Figure 1. Cell area per tile (run 1).
The die is cut into 11 by 11 equal tiles; white is low, dark blue is high, 0 to 100% covered.
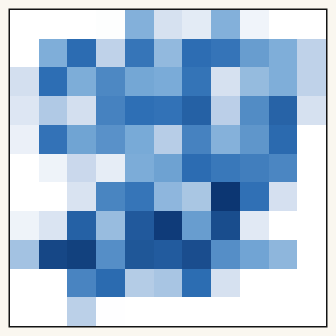
Figure 2. Sequential cells colored by netlist name (run 1).
The bar under the picture is 20 um long. Other sequential cells in the stronger gray, the rest of the logic in the fainter gray.
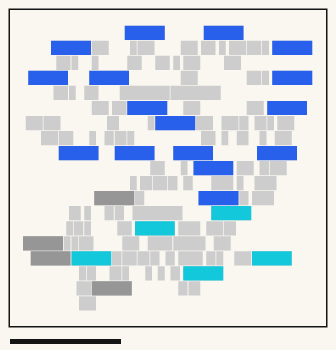
Figure 3. Metal 3 (run 1).
The bar under the picture is 20 um long.
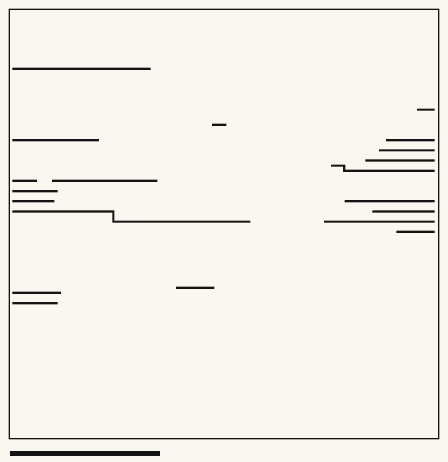
==> src/rtl/rs_pkg.sv <==
// Shared GF(2^8) arithmetic, symbol type and controller state for the RS(18,16) syndrome path.
package rs_pkg;
  localparam int SYM_W = 8;
  localparam logic [8:0] GF_POLY = 9'h11D;
  localparam logic [SYM_W-1:0] GF_ALPHA = 8'h02;

  typedef logic [SYM_W-1:0] sym_t;
  typedef enum logic {ACC, OUT} state_t;

  // Shift-and-add product reduced by GF_POLY; constant operands fold to XOR trees.
  function automatic sym_t gf_mul(input sym_t a, input sym_t b);
    sym_t p;
    sym_t x;
    p = '0;
    x = a;
    for (int i = 0; i < SYM_W; i++) begin
      if (b[i]) p = p ^ x;
      x = x[SYM_W-1] ? ({x[SYM_W-2:0], 1'b0} ^ GF_POLY[SYM_W-1:0]) : {x[SYM_W-2:0], 1'b0};
    end
    return p;
  endfunction

  function automatic sym_t gf_add(input sym_t a, input sym_t b);
    return a ^ b;
  endfunction

  function automatic sym_t gf_alpha_pow(input int j);
    sym_t p;
    p = 8'h01;
    for (int i = 0; i < j; i++) p = gf_mul(p, GF_ALPHA);
    return p;
  endfunction
endpackage

==> src/rtl/rs_syn_cell.sv <==
// One syndrome accumulator: acc <= acc*alpha^J + sym on enable, cleared on clr.
module rs_syn_cell
  import rs_pkg::*;
#(
  parameter int J = 1
) (
  input  logic clk,
  input  logic rst_n,
  input  logic clr,
  input  logic en,
  input  sym_t sym,
  output sym_t acc
);
  localparam sym_t COEF = gf_alpha_pow(J);

  sym_t prod;
  sym_t nxt;

  assign prod = gf_mul(acc, COEF);
  assign nxt  = gf_add(prod, sym);

  always_ff @(posedge clk) begin
    if (!rst_n || clr) acc <= '0;
    else if (en)       acc <= nxt;
  end
endmodule

==> src/rtl/rs_syndrome_seq.sv <==
// Streaming RS(18,16) syndrome controller: one symbol per accept, Horner accumulation, valid/ready out.
// Optional RS_SYN_ZERO_FLAG_EN adds out_clean (error-free codeword flag).
module rs_syndrome_seq
  import rs_pkg::*;
#(
  parameter int N            = 18,
  parameter int SYMBOL_WIDTH = SYM_W,
  parameter int NSYN         = 2,
  parameter int CNT_W        = $clog2(N)
) (
  input  logic                         clk,
  input  logic                         rst_n,
  input  logic                         in_valid,
  output logic                         in_ready,
  input  logic [SYMBOL_WIDTH-1:0]      in_sym,
  input  logic                         in_last,
  output logic                         out_valid,
  input  logic                         out_ready,
  output logic [NSYN*SYMBOL_WIDTH-1:0] out_syn,
  output logic                         out_frame_err
`ifdef RS_SYN_ZERO_FLAG_EN
  ,
  output logic                         out_clean
`endif
);
  localparam logic [CNT_W-1:0] LAST_CNT = CNT_W'(N - 1);

  state_t                           state;
  logic [CNT_W-1:0]                 cnt;
  logic                             err;
  logic                             accept;
  logic                             drain;
  logic [NSYN-1:0][SYMBOL_WIDTH-1:0] syn;

  assign accept = in_valid & in_ready;
  assign drain  = out_valid & out_ready;

  for (genvar g = 0; g < NSYN; g++) begin : g_cell
    rs_syn_cell #(.J(g + 1)) u_cell (
      .clk   (clk),
      .rst_n (rst_n),
      .clr   (drain),
      .en    (accept),
      .sym   (in_sym),
      .acc   (syn[g])
    );
  end

  assign out_syn       = syn;
  assign out_frame_err = err;

`ifdef RS_SYN_ZERO_FLAG_EN
  // Derived from the registers frozen at the OUT transition, so it holds with out_valid.
  assign out_clean = out_valid & ~(|syn) & ~err;
`endif

  always_ff @(posedge clk) begin
    if (!rst_n) begin
      state     <= ACC;
      cnt       <= '0;
      err       <= 1'b0;
      in_ready  <= 1'b1;
      out_valid <= 1'b0;
    end else begin
      case (state)
        ACC: begin
          if (accept) begin
            if (cnt == LAST_CNT) begin
              cnt       <= '0;
              state     <= OUT;
              in_ready  <= 1'b0;
              out_valid <= 1'b1;
              if (!in_last) err <= 1'b1;
            end else begin
              // An early in_last only flags the frame; the codeword still runs to N symbols.
              cnt <= cnt + 1'b1;
              if (in_last) err <= 1'b1;
            end
          end
        end
        OUT: begin
          if (out_ready) begin
            state     <= ACC;
            err       <= 1'b0;
            in_ready  <= 1'b1;
            out_valid <= 1'b0;
          end
        end
        default: state <= ACC;
      endcase
    end
  end
endmodule
==> config.mk <==
export PLATFORM = sky130hd
export DESIGN_NAME = rs_syndrome_seq
export DESIGN_NICKNAME = d
export VERILOG_FILES = /design/src/rtl/rs_pkg.sv /design/src/rtl/rs_syn_cell.sv /design/src/rtl/rs_syndrome_seq.sv
export SDC_FILE = /design/constraint.sdc
export NUM_CORES = 1
export LEC_CHECK = 0
export CORE_MARGIN = 2
export CORE_UTILIZATION = 42
export CTS_BUF_LIST = sky130_fd_sc_hd__clkbuf_16
export DETAILED_ROUTE_END_ITERATION = 10
export DONT_BUFFER_PORTS = 1
export PLACE_DENSITY = 0.54
export SLEW_MARGIN = 20
export SYNTH_ARGS = -nofsm -noshare
export SYNTH_HDL_FRONTEND = slang
export SYNTH_SLANG_ARGS = --single-unit
==> constraint.sdc <==
create_clock -name clk -period 1.76 [get_ports clk]
set_input_delay 0.528 -clock clk [delete_from_list [all_inputs] [get_ports clk]]
set_output_delay 0.528 -clock clk [all_outputs]
set_load 0.01 [all_outputs]
==> impl_metrics.py, run 1 <==
# Generated from Yosys and OpenROAD reports
metrics = {
    "run_status": {
        "outcome": "completed",
    },
    "setup_path": {
        "endpoint_kind": "flop",
        "startpoint": "cnt[1]$_SDFFE_PN0P_",
        "r2r_cells": 5,
    },
    "global_route": {
        "grt_pass1_vias": 796,
        "grt_usage": 0.148,
        "grt_max_degree": 25,
    },
    "floorplanning": {
        "dieHeight_um": 57.2,
        "core-area_sq_um": 2710,
    },
    "placed_design": {
        "place_hpwl_um": 1710,
    },
    "final_layout": {
        "largest_class": "combinational gates",
        "logic_area_sq_um": 653,
        "clockBufferCount": 3,
    },
    "timing": {
        "clock_skew_ns": 0.00358,
        "slew_violations": 0,
        "fin_crit_ns": 1.36,
    },
    "pwr": {
        "combPwrFrac": 0.122,
        "switching_share": 0.250,
        "cellPowerDensity_nw_per_um2": 1040,
    },
    "yosys": {
        "yosys_warnings": 0,
        "syn-instance-count": 130,
        "edf_count": 0,
        "ys_cells": 130,
    },
    "flow_run": {
        "drv_cap": 0,
    },
    "clock_network": {
        "post_cts_buffers": 0,
        "cts.clk_slew.worst_paths_ns": 0.06,
        "cts_sinks": 25,
        "cts_max_level": 1,
    },
    "detailed_routing": {
        "routed_via_density": 5.52,
        "firstDrtPassIters": 4,
    },
    "worst_hold_path": {
        "hold_path_depth": 1,
    },
}
## Picture notes: Figure 1
- fullest tile: 97%
- nearly empty tiles: 26%
- tiles over 75% full: 16%
- mean over tiles: 38%
- emptiest ninth of the die: lower right

## Picture notes: Figure 2
- cyan: `cnt` (placed flops 5)
- blue: `g_cell.u_cell.acc` (placed flops 16)
- not colored: 4

## Picture notes: Figure 3
- main direction: horizontal
- share of all routed wire: 8.2%
- wire length on this layer: 186 um
- nets with wire on the layer: 18

==> run 1: layer usage <==
metal / track usage / up-vias / wire (um)
met5: 0 / - / 0
met4: 0.0498 / 0 / 21
met3: 0.0499 / 2 / 186
met2: 0.197 / 25 / 933
met1: 0.220 / 398 / 1130
li1: - / 464 / -
==> run 1: stage by stage <==
step | hold slack, ns | cell area, sq um | worst slack (ns)
global route | 0.351 | 1290 | 0.268
CTS | 0.349 | 1290 | 0.407
detailed placement | 0.494 | 1210 | 0.417
global placement | 0.472 | 1210 | 0.452
finish | 0.351 | 1290 | 0.401
floorplan | 0.462 | 1190 | 0.505
==> run 1: how the worst max path moves through the flow <==
| stage | to | slack [ns] |
|---|---|---|
| final | cnt[1]$_SDFFE_PN0P_ | 0.40 |
| after detailed placement | g_cell[1].u_cell.acc[5]$_SDFFE_PP0P_ | 0.42 |
| after CTS | g_cell[1].u_cell.acc[2]$_SDFFE_PP0P_ | 0.41 |
| after floorplan | cnt[1]$_SDFFE_PN0P_ | 0.50 |
| after global routing | g_cell[1].u_cell.acc[5]$_SDFFE_PP0P_ | 0.27 |
| after global placement | g_cell[1].u_cell.acc[2]$_SDFFE_PP0P_ | 0.45 |
==> run 1: state kept, by name, summed over array words and instances (netlist names) <==
signal and cells:
cnt 5, g_cell.u_cell.acc 16, in_ready 1, out_frame_err 1, out_valid 1, state 1
==> run 1: power by group through the flow <==
| stage | sequential [uW] | clock [uW] | combinational, uW |
|---|---|---|---|
| finish | 673 | 500 | 163 |
| global route | 681 | 548 | 187 |
| global placement | 686 | 0 | 162 |
| CTS | 674 | 518 | 166 |
| detailed placement | 687 | 0 | 164 |
| floorplan | 674 | 0 | 144 |
--- run 2 (diff from run 1) ---
==> constraint.sdc (replaced) <==
create_clock -name clk -period 1.35 [get_ports clk]
set_input_delay 0.405 -clock clk [delete_from_list [all_inputs] [get_ports clk]]
set_output_delay 0.405 -clock clk [all_outputs]
set_load 0.01 [all_outputs]
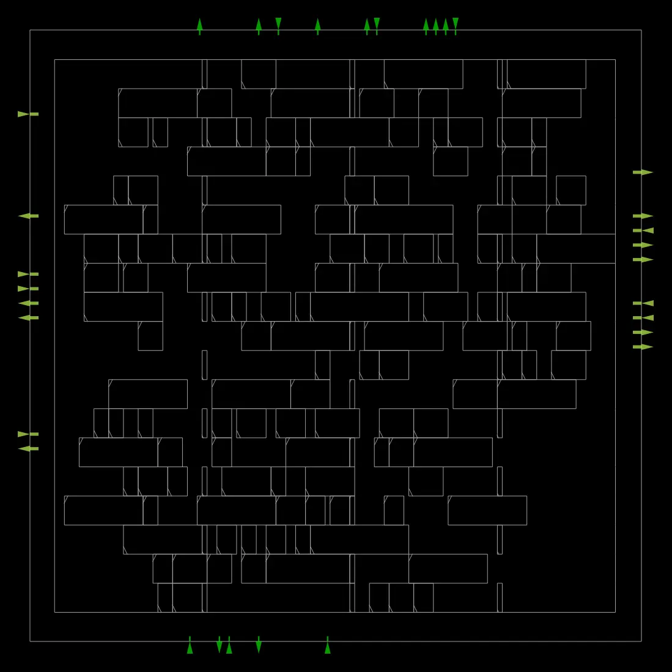
Figure 4: run 2, cell outlines without signal wires.
fillers: 271
# rows: 19

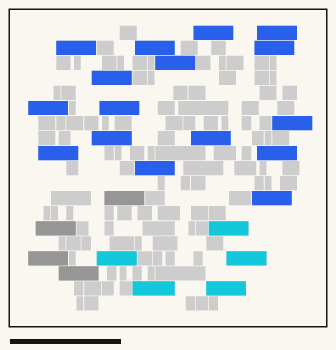
Figure 5: run 2, sequential cells colored by netlist name.
The bar under the picture is 20 um long. Other sequential cells in the stronger gray, the rest of the logic in the fainter gray.
- blue: `g_cell.u_cell.acc` (placed flops 16)
- cyan: `cnt` (placed flops 5)
- not colored: 4

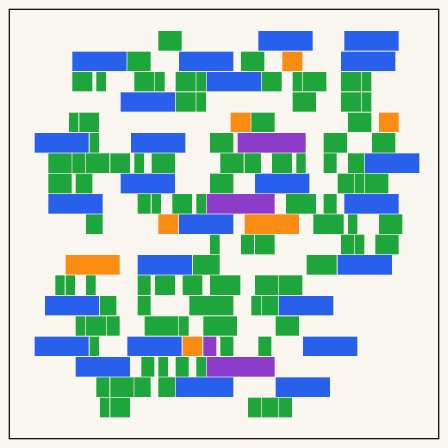
Figure 6: run 2, cells colored by class.
- orange: other buffers and delay cells (cells 7; share of their area 5.9%)
- green: all other logic (cells 100; share of their area 50%)
- purple: clock drivers and dummy loads (cells 4; share of their area 6.1%)
- blue: flip-flops (cells 25; share of their area 38%)

==> impl_metrics.py, run 2 <==
# Generated from Yosys and OpenROAD reports
metrics = {
    "clock_network": {
        "cts_sinks": 25,
        "cts.clk_slew.worst_paths_ns": 0.06,
        "post_cts_buffers": 0,
    },
    "yosys": {
        "ys_cells": 130,
        "syn-instance-count": 130,
        "edf_count": 0,
    },
    "run_status": {
        "outcome": "completed",
    },
    "timing": {
        "whs_ns": 0.224,
        "clock_skew_ns": 0.00386,
        "fin_crit_ns": 1.28,
        "fin_ws_ns": 0.0716,
    },
    "final_layout": {
        "top_register": "g_cell.u_cell.acc",
        "design_area_sq_um": 1360,
    },
    "global_route": {
        "grt_pass1_vias": 894,
        "grt-busiest-layer": "met2",
        "gr-usage-met1": 0.204,
        "met3_usage": 0.0454,
        "grt.met2_usage": 0.230,
    },
    "detailed_routing": {
        "routed_via_density": 5.45,
    },
    "pwr": {
        "cellPowerDensity_nw_per_um2": 1300,
    },
    "floorplanning": {
        "core-area_sq_um": 2710,
        "dieHeight_um": 57.2,
    },
    "setup_path": {
        "endpoint_kind": "output port",
    },
    "placed_design": {
        "postPlaceCellArea_sq_um": 1280,
        "pre_cts_ws_ns": 0.0663,
    },
}
-- run 2: cell counts after synthesis --
No cell type changed its count.
-- run 2: final timing paths --
kind,startpoint,endpoint,slack [ns],cells past startpoint
setup / recovery,g_cell[1].u_cell.acc[6]$_SDFFE_PP0P_,out_syn[14],0.07,1
hold / removal,rst_n,in_ready$_SDFFE_PN1P_,0.22,1
hold reg to reg,cnt[0]$_SDFFE_PN0P_,cnt[0]$_SDFFE_PN0P_,0.49,2
setup reg to reg,cnt[0]$_SDFFE_PN0P_,cnt[1]$_SDFFE_PN0P_,0.08,4
-- run 2: layout make-up --
| cell class | count | area, sq um | share of cell area |
|---|---|---|---|
| Clock buffer | 3 | 75.1 | 0.0552 |
| Timing Repair Buffer | 7 | 77.6 | 0.0570 |
| Clock inverter | 1 | 5.00 | 0.00368 |
| Tap cell | 31 | 38.8 | 0.0285 |
| Inverter | 2 | 7.51 | 0.00552 |
| Sequential cell | 25 | 502 | 0.369 |
| Multi-Input combinational cell | 98 | 654 | 0.481 |
-- run 2: per-layer routing --
| metal | wire, um | share of wire |
|---|---|---|
| met1 | 1130 | 0.48 |
| met2 | 1020 | 0.43 |
| met3 | 165 | 0.070 |
| met4 | 33 | 0.014 |
| met5 | 0 | 0 |
-- run 2: cell families (layout without fill, tap and decap cells) --
kind of cell	count (synthesis)	count (layout)	synth area share
AND/OR/NAND/NOR	44	44	0.191
AND-OR/OR-AND	29	29	0.162
flip-flops	25	25	0.421
XOR/XNOR	20	20	0.148
buffers and inverters	7	13	0.0284
multiplexers	3	3	0.0284
adder cells (fa/ha/maj)	2	2	0.0211
-- run 2: report_power, final --
part	internal (uW)	switching (uW)	total, uW
clock	399	255	654
sequential	793	76.1	869
combinational	138	113	251
total	1330	444	1770
Power is estimated from default activity; no workload was simulated.
